File: src/rtl/dmem_arbiter.sv
// dmem_arbiter: shares the data RAM between the core load/store port
// and the debug access port, with starvation guard and halt override.
module dmem_arbiter #(
  parameter int AW           = 32,
  parameter int DW           = 32,
  parameter int STARVE_LIMIT = 4
) (
  input  logic            clk,
  input  logic            rst_n,
  input  logic            core_req,
  input  logic            core_we,
  input  logic [DW/8-1:0] core_be,
  input  logic [AW-1:0]   core_addr,
  input  logic [DW-1:0]   core_wd,
  output logic            core_stall,
  output logic            core_rvalid,
  output logic [DW-1:0]   core_rd,
  input  logic            dbg_valid,
  output logic            dbg_ready,
  input  logic            dbg_we,
  input  logic [AW-1:0]   dbg_addr,
  input  logic [DW-1:0]   dbg_wd,
  input  logic            dbg_halt,
  output logic            dbg_rvalid,
  output logic [DW-1:0]   dbg_rd,
  output logic            dbg_err,
  output logic            mem_en,
  output logic            mem_we,
  output logic [DW/8-1:0] mem_be,
  output logic [AW-1:0]   mem_addr,
  output logic [DW-1:0]   mem_wd,
  input  logic [DW-1:0]   mem_rd
);

  typedef enum logic [1:0] {
    IDLE,
    CORE_RD,
    DBG_RD
  } rd_state_t;

  rd_state_t  rd_state;
  rd_state_t  rd_next;
  logic [3:0] starve_cnt;
  logic       err_q;

  logic core_elig;
  logic dbg_pri;
  logic dbg_gnt;
  logic core_gnt;
  logic dbg_mis;

  assign dbg_mis   = |dbg_addr[1:0];
  assign core_elig = rst_n && core_req && (rd_state != CORE_RD);
  assign dbg_pri   = dbg_halt ||
                     (starve_cnt >= 4'(STARVE_LIMIT));
  assign dbg_gnt   = rst_n && dbg_valid &&
                     (dbg_pri || !core_elig);
  assign core_gnt  = core_elig && !dbg_gnt;

  assign dbg_ready = dbg_gnt;

  // a core read is answered in CORE_RD, so it must not stall there
  assign core_stall = core_req &&
                      !(core_gnt && core_we) &&
                      (rd_state != CORE_RD);

  assign core_rvalid = (rd_state == CORE_RD);
  assign core_rd     = core_rvalid ? mem_rd : '0;

  assign dbg_rvalid = (rd_state == DBG_RD) || err_q;
  assign dbg_rd     = (rd_state == DBG_RD) ? mem_rd : '0;
  assign dbg_err    = err_q;

  always_comb begin
    mem_en   = 1'b0;
    mem_we   = 1'b0;
    mem_be   = '0;
    mem_addr = '0;
    mem_wd   = '0;
    rd_next  = IDLE;
    unique case (1'b1)
      dbg_gnt: begin
        mem_en   = !dbg_mis;
        mem_we   = dbg_we && !dbg_mis;
        mem_be   = '1;
        mem_addr = dbg_addr;
        mem_wd   = dbg_wd;
        if (!dbg_we && !dbg_mis)
          rd_next = DBG_RD;
      end
      core_gnt: begin
        mem_en   = 1'b1;
        mem_we   = core_we;
        mem_be   = core_be;
        mem_addr = core_addr;
        mem_wd   = core_wd;
        if (!core_we)
          rd_next = CORE_RD;
      end
      default: ;
    endcase
  end

  always_ff @(posedge clk or negedge rst_n) begin
    if (!rst_n) begin
      rd_state   <= IDLE;
      starve_cnt <= 4'd0;
      err_q      <= 1'b0;
    end else begin
      rd_state <= rd_next;
      err_q    <= dbg_gnt && dbg_mis;
      if (!dbg_valid || dbg_gnt)
        starve_cnt <= 4'd0;
      else if (starve_cnt != 4'hF)
        starve_cnt <= starve_cnt + 4'd1;
    end
  end

endmodule

File: config.mk
export PLATFORM = sky130hd
export DESIGN_NAME = dmem_arbiter
export DESIGN_NICKNAME = d
export VERILOG_FILES = /design/src/rtl/dmem_arbiter.sv
export SDC_FILE = /design/constraint.sdc
export NUM_CORES = 1
export LEC_CHECK = 0
export ABC_AREA = 1
export CAP_MARGIN = 0
export CORE_AREA = 2 2 121 123
export CTS_CLUSTER_DIAMETER = 80
export CTS_CLUSTER_SIZE = 24
export DETAILED_ROUTE_END_ITERATION = 7
export DIE_AREA = 0 0 123 125
export HOLD_SLACK_MARGIN = 0.12
export SLEW_MARGIN = 20
export SYNTH_ARGS = -nofsm -noshare
export SYNTH_HDL_FRONTEND = slang
export SYNTH_SLANG_ARGS = --single-unit
export TNS_END_PERCENT = 10
File: constraint.sdc
create_clock -name clk -period 1.3 [get_ports clk]
set_input_delay 0.26 -clock clk [delete_from_list [all_inputs] [get_ports clk]]
set_output_delay 0.26 -clock clk [all_outputs]
set_load 0.05 [all_outputs]
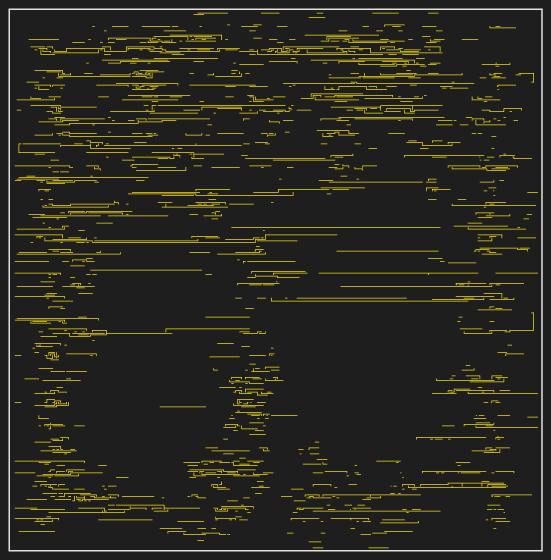
(images/layer_met1.png)
nets with wire on the layer = 667
main direction = horizontal
longest straight run = 48.3 microns
share of all routed wire = 34%
final wirelength: 13190 microns
total number of vias: 3764
GR Util met1: 0.1670

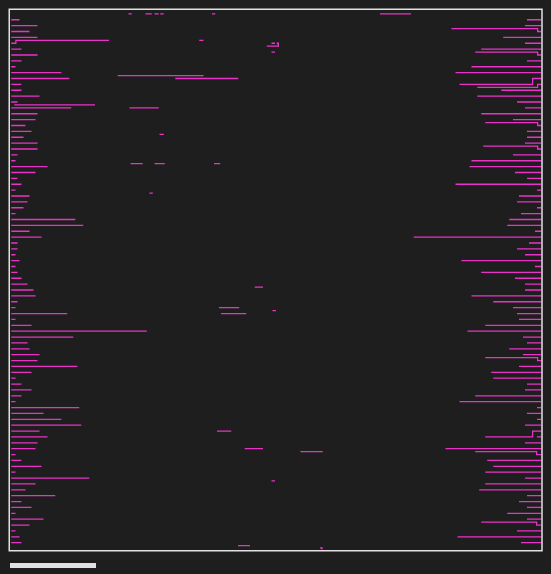
(images/layer_met3.png)
The bar under the picture is 20 microns long.
main direction = horizontal
nets with wire on the layer = 196
wire length on this layer = 1370 microns
GR met3 Demand/Resource: 0.03923

[final timing paths]
| check | from | endpoint | cells past startpoint | slack (ns) |
|---|---|---|---|---|
| setup reg to reg | starve_cnt[2] | starve_cnt[1] | 9 | -0.16 |
| hold reg to reg | starve_cnt[0] | starve_cnt[0] | 2 | 0.58 |
| max in group asynchronous | rst_n | rd_state[1] | 3 | 0.99 |
| hold / removal | rst_n | dbg_err | 3 | 0.18 |
| min in group clk | dbg_valid | starve_cnt[0] | 3 | 0.49 |
| setup / recovery | rd_state[0] | mem_addr[11] | 9 | -0.60 |
[cell type report]
cell class,instances,area [sq um],area share
sequential,7,175.2,0.02378
inverter,47,176.4,0.02395
multi-input combinational,308,1896,0.2573
timing repair buffer,353,4810,0.6530
clock buffer,4,78.83,0.01070
tap,184,230.2,0.03126
==> Changelog: implementation <==
### Changed

* Status: finished, violations left
* Violated checks: setup timing
* DPL Wire Length at 10650 microns
* Diode count at 0
* DR vias/cell at 4.168
* Fill count at 1216
* GPL Wtd Cong at just under 0.9
* Total negative setup slack at -63.92 ns
* Max Clock Skew at 0.0001968 ns
* Slowest CP cell: dfrtp_1
* Depth of the CTS H-tree at 1
* Pwr Total at approximately 3.7 mW
* Min cycle time layout at around 1.9 ns
* Synth logic family: simple AND/OR/NAND/NOR gates
* Tot GR Track Use at 0.1623
* Aoi share at 0.02348
* Die area at about 0.015 sq mm
* Top cells by count: 156 x nand2_1, 74 x nor2_1, 65 x nand3_1
* Crit path DRT at 1.04 ns
* Tool warnings at 29
* TritonCTS clock tree: yes
* Post-Synthesis Cell Area at 0.001812 sq mm
* Least-Margin Pin Slew at between 0.2 and 0.3 ns
* Final Util at 0.5186
* Cell taking the most area after synthesis: nand2_1
* Post-DP Area at about 0.0066 sq mm
* Final setup violation count at 144
* Placed Instances at 882
* Met3 WL at ~1400 microns
* Max-capacitance violation count at 0
* Busiest grt layer: met2
* Met1 WL at 4495 microns
* Detailed Route Iter0 Violations at roughly 100
* Die height at 125 microns
* Most instantiated library cell after synthesis: nand2_1
* Top-area cell share at 0.3232
* Total CTS buffers at 3
* First-pass GRT wire length at ~20000 microns
* Yosys Instances at 390
* Non-Filler Instances at 903
* Post-synth regs at 7
* Fin. Hold Viols at 0
* CP Capture Type: primary output
* Mapped Nets at 562
* DR pass1 iterations at 4
* Post-CTS setup buffers at 10
* Final instance area at between 0.007 and 0.008 sq mm
* Yosys Chip Area at 0.001812 sq mm
* Mux share of post-synthesis cell area at 0
* Grt ovf at 0
* Main flop type: dfrtp_1
* WL met2 at about 7000 microns
* FP Util at 0.1276
* Slew headroom at 0.8225
* Clock Sinks at 7
* Post-Synth XOR/XNOR Area at 0.004834
* Pint at between 2 and 2.5 mW
* Crit-path cells: nand2_2, nand2_2, a21oi_4, buf_6, buf_6, buf_16, nand2_1, nand2_2, buf_12
* Core area at between 0.01 and 0.015 sq mm
* Area delta synth->final at 306.6%
* Post-synth ARST share at 1.000
* Worst-path clk slew at 0.04 ns
* Initial antenna violation count at 0
* Unrepaired setup endpoints after global routing: true
* Most frequent cells in the layout: 166 x clkdlybuf4s50_1, 110 x buf_12, 90 x nand2_2
* Crit path max-delay family: buffers and inverters
* Clock share of power at 0.145
* Pins Over Slew Limit at 0
* Worst Path Max Fanout at 6
* Final setup margin at -0.6042 ns
* Critical path type: register to primary output
* Post-layout period usage of the worst path at 1.465
* CP dominant cell by count: nand2_2
* Flop pwr share at 0.064
No activity file was given, so power comes from the tool's default toggle rates.
